Figure 1. M1 wires.
Cells faint in the background.
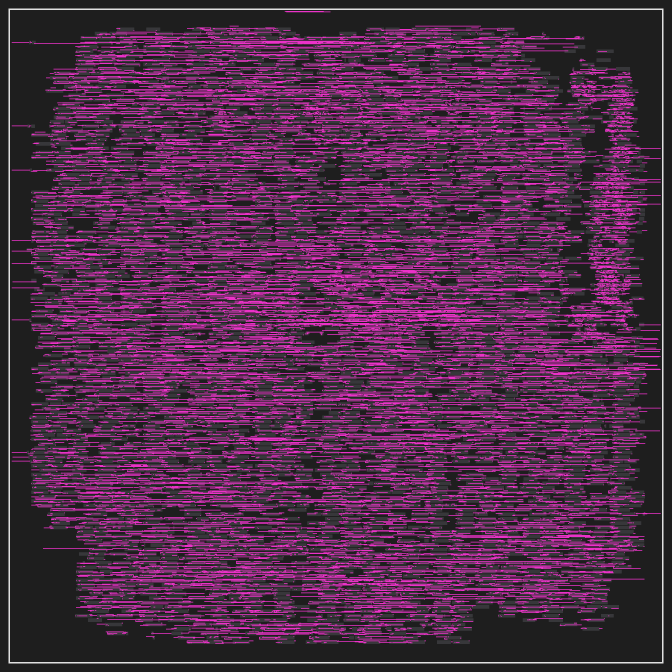
Figure 2. Signal wires on met2.
The bar under the picture is 100 microns long.
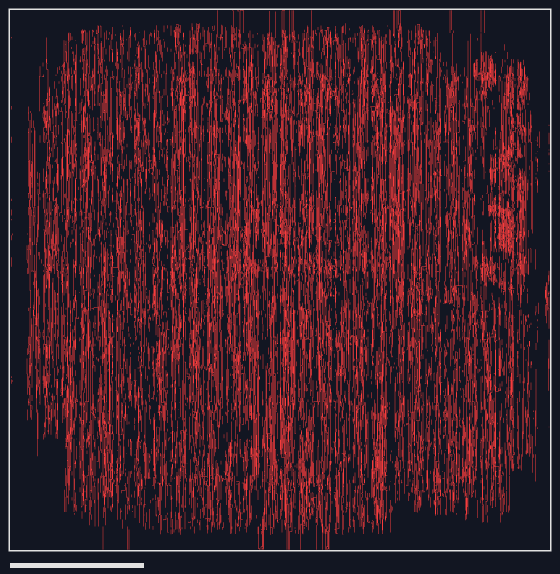
Figure 3. Met3 routing.
The bar under the picture is 100 microns long.
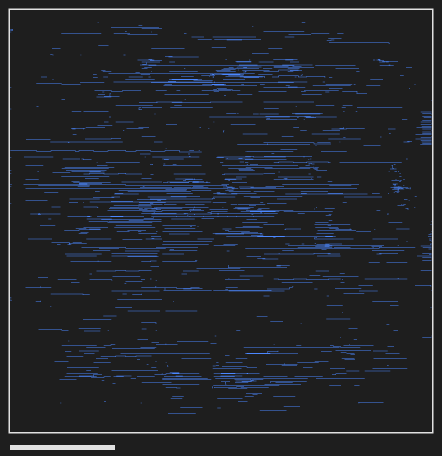
--- config.mk ---
export PLATFORM = sky130hd
export DESIGN_NAME = display_prefetch
export DESIGN_NICKNAME = d
export VERILOG_FILES = /design/src/rtl/display_prefetch.sv
export SDC_FILE = /design/constraint.sdc
export NUM_CORES = 2
export LEC_CHECK = 0
export CAP_MARGIN = 20
export CORE_MARGIN = 10
export CORE_UTILIZATION = 57
export CTS_BUF_LIST = sky130_fd_sc_hd__clkbuf_16
export DETAILED_ROUTE_END_ITERATION = 7
export MAX_ROUTING_LAYER = met4
export PLACE_DENSITY_LB_ADDON = 0.08
export SYNTH_ARGS = -nofsm -noshare
export SYNTH_HDL_FRONTEND = slang
export SYNTH_SLANG_ARGS = --single-unit
--- constraint.sdc ---
create_clock -name iCLK -period 12 [get_ports iCLK]
set_clock_uncertainty 0.15 [all_clocks]
set_input_delay 1.2 -clock iCLK [delete_from_list [all_inputs] [get_ports iCLK]]
set_output_delay 1.2 -clock iCLK [all_outputs]
set_load 0.01 [all_outputs]
--- src/rtl/display_prefetch.sv ---
// display_prefetch: streams one frame of pixel words from SDRAM into a FIFO for the LCD stage.
// Define DISPLAY_PREFETCH_PATTERN_EN to add iPattern_En and the pixel-index test pattern.
module display_prefetch #(
    parameter int unsigned         H_ACTIVE        = 800,
    parameter int unsigned         V_ACTIVE        = 480,
    parameter int unsigned         FIFO_DEPTH      = 64,
    parameter int unsigned         ADDR_W          = 23,
    parameter logic [ADDR_W-1:0]   BASE_ADDR       = '0,
    parameter logic [31:0]         UNDERFLOW_COLOR = 32'h00FF00FF,
    localparam int unsigned        LVL_W           = $clog2(FIFO_DEPTH) + 1
) (
    input  logic              iCLK,
    input  logic              iRST,
    input  logic              iNew_Frame,
    input  logic              iRead_Req,
`ifdef DISPLAY_PREFETCH_PATTERN_EN
    input  logic              iPattern_En,
`endif
    output logic [31:0]       oREAD_DATA,
    output logic [ADDR_W-1:0] oMem_Addr,
    output logic              oMem_Read,
    input  logic              iMem_Wait,
    input  logic [31:0]       iMem_Data,
    input  logic              iMem_Valid,
    output logic [LVL_W-1:0]  oFifo_Level,
    output logic              oUnderflow
);

    localparam int unsigned PTR_W = LVL_W - 1;
    localparam int unsigned TOTAL = H_ACTIVE * V_ACTIVE;
    localparam int unsigned CNT_W = $clog2(TOTAL + 1);
    localparam logic [LVL_W:0]   DEPTH_C = (LVL_W + 1)'(FIFO_DEPTH);
    localparam logic [CNT_W-1:0] TOTAL_C = CNT_W'(TOTAL);
    localparam logic [CNT_W-1:0] LAST_C  = CNT_W'(TOTAL - 1);

    typedef enum logic [1:0] {
        IDLE,
        FETCH,
        DONE,
        DRAIN
    } state_t;

    state_t state_q, state_d;

    logic [ADDR_W-1:0] addr_q, addr_d;
    logic [CNT_W-1:0]  req_q, req_d;
    // In DRAIN this counter is also the number of stale returns left to drop
    logic [LVL_W-1:0]  outst_q, outst_d;
    logic [LVL_W-1:0]  level_q, level_d;
    logic [PTR_W-1:0]  wr_q, wr_d;
    logic [PTR_W-1:0]  rd_q, rd_d;
    logic [31:0]       data_q, data_d;
    logic              unf_q, unf_d;
    logic [31:0]       mem_q [FIFO_DEPTH];

`ifdef DISPLAY_PREFETCH_PATTERN_EN
    logic [23:0]       pix_q, pix_d;
`endif

    logic issue, accept, ret, push, pop, empty;

    always_comb begin
        empty  = (level_q == '0);
        issue  = (state_q == FETCH) && !iNew_Frame && (req_q < TOTAL_C)
                 && (({1'b0, level_q} + {1'b0, outst_q}) < DEPTH_C);
        accept = issue && !iMem_Wait;
        ret    = iMem_Valid && (outst_q != '0);
        push   = ret && !iNew_Frame && ((state_q == FETCH) || (state_q == DONE));
        pop    = iRead_Req && !iNew_Frame && !empty;
    end

    always_comb begin
        outst_d = outst_q;
        unique case ({accept, ret})
            2'b10:   outst_d = outst_q + LVL_W'(1);
            2'b01:   outst_d = outst_q - LVL_W'(1);
            default: outst_d = outst_q;
        endcase
    end

    always_comb begin
        state_d = state_q;
        unique case (state_q)
            IDLE:    state_d = IDLE;
            FETCH:   if (accept && (req_q == LAST_C)) state_d = DONE;
            DONE:    state_d = DONE;
            DRAIN:   if (outst_d == '0) state_d = FETCH;
            default: state_d = IDLE;
        endcase
        if (iNew_Frame) begin
            state_d = (outst_d != '0) ? DRAIN : FETCH;
        end
    end

    always_comb begin
        addr_d  = addr_q;
        req_d   = req_q;
        level_d = level_q;
        wr_d    = wr_q;
        rd_d    = rd_q;
        data_d  = data_q;
        unf_d   = unf_q;
`ifdef DISPLAY_PREFETCH_PATTERN_EN
        pix_d   = pix_q;
`endif
        if (accept) begin
            addr_d = addr_q + ADDR_W'(1);
            req_d  = req_q + CNT_W'(1);
        end
        if (push) begin
            wr_d = wr_q + PTR_W'(1);
        end
        if (pop) begin
            rd_d   = rd_q + PTR_W'(1);
            data_d = mem_q[rd_q];
`ifdef DISPLAY_PREFETCH_PATTERN_EN
            if (iPattern_En) begin
                data_d = {8'h00, pix_q};
            end
            pix_d = pix_q + 24'd1;
`endif
        end else if (iRead_Req) begin
            data_d = UNDERFLOW_COLOR;
        end
        if (iRead_Req && empty && !iNew_Frame) begin
            unf_d = 1'b1;
        end
        unique case ({push, pop})
            2'b10:   level_d = level_q + LVL_W'(1);
            2'b01:   level_d = level_q - LVL_W'(1);
            default: level_d = level_q;
        endcase
        // A new frame flushes everything; a same-cycle pop still sees UNDERFLOW_COLOR
        if (iNew_Frame) begin
            addr_d  = BASE_ADDR;
            req_d   = '0;
            level_d = '0;
            wr_d    = '0;
            rd_d    = '0;
            unf_d   = 1'b0;
`ifdef DISPLAY_PREFETCH_PATTERN_EN
            pix_d   = '0;
`endif
        end
    end

    always_ff @(posedge iCLK or posedge iRST) begin
        if (iRST) begin
            state_q <= IDLE;
            addr_q  <= BASE_ADDR;
            req_q   <= '0;
            outst_q <= '0;
            level_q <= '0;
            wr_q    <= '0;
            rd_q    <= '0;
            data_q  <= '0;
            unf_q   <= 1'b0;
`ifdef DISPLAY_PREFETCH_PATTERN_EN
            pix_q   <= '0;
`endif
        end else begin
            state_q <= state_d;
            addr_q  <= addr_d;
            req_q   <= req_d;
            outst_q <= outst_d;
            level_q <= level_d;
            wr_q    <= wr_d;
            rd_q    <= rd_d;
            data_q  <= data_d;
            unf_q   <= unf_d;
`ifdef DISPLAY_PREFETCH_PATTERN_EN
            pix_q   <= pix_d;
`endif
        end
    end

    always_ff @(posedge iCLK) begin
        if (push) begin
            mem_q[wr_q] <= iMem_Data;
        end
    end

    assign oMem_Read   = issue;
    assign oMem_Addr   = addr_q;
    assign oREAD_DATA  = data_q;
    assign oFifo_Level = level_q;
    assign oUnderflow  = unf_q;

endmodule

==> reports/qor.txt <==
status: finished clean
Clock transition at path regs: 60 ps
Setup TNS: 0 ps
layout cell share with drive strength beyond 1: 27.4%
Crit path max-delay family: simple AND/OR/NAND/NOR gates
number of buffers created by CTS: 209
Worst EP required: 12580 ps
setup bufs post-CTS: 0
Final Setup Violations: 0
post-route ant nets: 0
FFs w/ async S/R, synth: 4.79%
Post-DP HPWL: 109000 microns
grt ovf: 0
Placer Congestion: 0.875
die area: 162000 sq um
worst stage delay on the critical path: 470 ps
Syn Inst Count: 3673
Worst Hold Class: flop to flop
drt first pass iters: 6
Avg Synthesized Cell Area: 22.7 sq um
vias in the first global route: 40.7k
RR Endpoint: state_q[1]
Reg-to-Reg Start: oFifo_Level[6]
depth of the CTS H-tree: 4
Cell Pwr Density: 180 nW/um^2
Post-synth seq share: 77.0%
clock tree root driver cell: clkbuf_16
CTS hold repair buffers: 0
Worst setup SP type: primary input
final core occ: 64.7%
Top Layout Cells: edfxtp_1 (2048), mux4_2 (595), clkbuf_16 (212)
largest vdd supply drop: 0.131 mV
cell chain of the critical path: buf_2, buf_4, nor4b_1, o211ai_1, nor4_4, buf_4, inv_1, ha_1, ha_1, nor2b_1, or4_1, nand3_1, nor4b_1, nand3_1, mux2_2, nor3_1
data arrival time of the worst path: 5510 ps
R2R Setup Slk: 7230 ps
critical path endpoint: state_q[1]
CTS tree: built
Final Slew Violations: 0
fin crit period: 4920 ps
post-CTS sizing: 0
Netlist cell types: 66
Post-synth EDFFs: 2048
Max Root-Sink Buffers: 3
layout overhead on the synthesized area: 13.0%
final hold violations: 0
I/O pin total: 102
most used flip-flop cell: edfxtp_1
ys flops: 2151
post-DR vias/cell: 6.53
area leader, netlist: edfxtp_1
Clock Latency Late Sink: 820 ps
number of cell rows: 140
Nets at Floorplan: 3736
synth top area cells: edfxtp_1 (74%), mux4_2 (16%), dfrtp_1 (3.1%), mux2i_1 (1.4%), nor2_1 (0.69%)
Slew @ Worst Pin: 1210 ps
CTS Sinks: 2151
Max-cap violations: 0
core area: 145000 sq um
Yosys warning count: 0
Buffers & Inverters on Critical Path: 4
aggregate global-route resource usage: 25.2%
Crit Path Max Fanout: 75
hold path startpoint: oUnderflow
nets: 3987
area share, top type: 73.9%
CP endpoint kind: flop
Die W: 402 microns
yosys stat area: 83200 sq um
Hold Crit Endpoint: oUnderflow
cell count in the Yosys report: 3673
Final Cycle Share: 41.0%
die height: 402 microns
Routed wire per std cell: 32.6 microns
synthesized area: 83200 sq um
FMAX: 0.203 GHz
RSZ-0062 raised after global routing: no
worst hold path stage count: 2
OpenROAD warnings: 40
first-pass GRT wire length: 288000 microns
r2r worst-path depth: 15
initial antenna violation count: 6
Worst Setup SP: iNew_Frame
Port Buf Inserts: 101
Post-route DRC: 0
critical path type: primary input to flop
Starting Density: 57.3%
largest net degree at the start of global routing: 123
initial DRC count: 4695
most frequent logic cell in the layout: edfxtp_1
Crit path depth: 16
relative slew slack: 19.6%
slowest CP cell: nor4b_1
Pleak: 28.8 nW
-- Figure 1 (at the start) --
main direction: horizontal
longest straight run: 116 microns
nets with wire on the layer: 3872
share of all routed wire: 40%

-- Figure 2 (at the start) --
longest straight run: 152 microns
wire length on this layer: 96.7 mm
share of all routed wire: 49%
Vias: 39.3k
final WL: 196000 microns
met2 Usage GRT: 39.2%

-- Figure 3 (at the start) --
wire length on this layer: 15900 microns
longest straight run: 192 microns
nets with wire on the layer: 421

==> state kept, by name, summed over array words and instances, names as in the netlist <==
| name | flops |
|---|---|
| mem_q | 2048 |
| oFifo_Level | 7 |
| oMem_Addr | 23 |
| oREAD_DATA | 32 |
| oUnderflow | 1 |
| outst_q | 7 |
| rd_q | 6 |
| req_q | 19 |
| state_q | 2 |
| wr_q | 6 |
==> report_power, final <==
group	internal, mW	switching (mW)
Sequential	8.31	0.167
Clock	3.34	2.69
Combinational	1.16	1.21
Total	12.8	4.07
==> layer usage <==
metal | track usage [%] | vias up | part of all wire, %
met2 | 39.2 | 1747 | 49
met3 | 4.28 | 309 | 8.1
met5 | - | - | 0
met4 | 6.63 | 0 | 2.3
li1 | - | 16100 | -
met1 | 35.2 | 21200 | 40
==> cell families (layout without fill, tap and decap cells) <==
| logic type | after synthesis | count (layout) | share of synthesized area [%] |
|---|---|---|---|
| muxes | 711 | 711 | 17.5 |
| AOI/OAI and AO/OA | 178 | 178 | 1.46 |
| and+or+nand+nor | 354 | 354 | 2.07 |
| other | 0 | 2 | 0 |
| adders and majority gates | 25 | 25 | 0.394 |
| xor gates and xnor gates | 44 | 44 | 0.472 |
| DFF | 2151 | 2151 | 77.0 |
| buffers and inverters | 210 | 639 | 1.14 |
==> per-stage QoR <==
| stage | area [sq um] | std cells | worst slack, ps | power, mW | hold slack [ps] |
|---|---|---|---|---|---|
| CTS | 93400 | 5986 | 6990 | 17.0 | 369 |
| global placement | 86900 | 5590 | 6370 | 11.0 | 346 |
| floorplan | 83200 | 3673 | 6180 | 10.2 | 335 |
| finish | 94000 | 6021 | 7080 | 16.9 | 358 |
| detailed placement | 87100 | 5597 | 6110 | 11.0 | 354 |
| global route | 94000 | 6020 | 6780 | 17.5 | 411 |
==> worst register-to-register path: stages, from the launching register on <==
cell and delay, ps:
dfrtp_1 460, ha_1 340, nor4b_1 360, o211ai_1 240, nor4_4 280, buf_4 260
inv_1 100, ha_1 360, ha_1 440, nor2b_1 320, or4_1 180, nand3_1 130
nor4b_1 460, nand3_1 180, mux2_2 300, nor3_1 130
==> synth_stat cells (6+ instances only) <==
cell	number
xor2_1	24
and3_1	6
nand3_1	35
o21ai_0	33
buf_2	75
or3_1	15
xnor2_1	19
mux4_2	595
dfrtp_1	103
a32oi_1	6
clkbuf_1	82
nand2b_1	10
a21oi_1	40
edfxtp_1	2048
or3b_2	7
nor4b_1	7
a211oi_2	11
ha_1	23
mux2i_1	115
nor2_1	152
inv_1	18
nand4_1	12
nor3_1	11
a22oi_1	20
o22ai_1	27
a211oi_1	18
nor2b_1	9
buf_4	10
nand2_1	56
buf_1	21
nand3b_1	8
==> area by class of cell <==
| class | instances | area [sq um] |
|---|---|---|
| sequential | 2151 | 64100 |
| antenna | 2 | 5.00 |
| inverter | 18 | 70.1 |
| clock buffer | 212 | 5310 |
| timing repair buffer | 232 | 2460 |
| fill | 9462 | 51300 |
| clock inverter | 177 | 1010 |
| tap | 1917 | 2400 |
| multi-input combinational | 1312 | 18700 |
Power figures rest on the tool's default switching activity, not on a simulated workload.
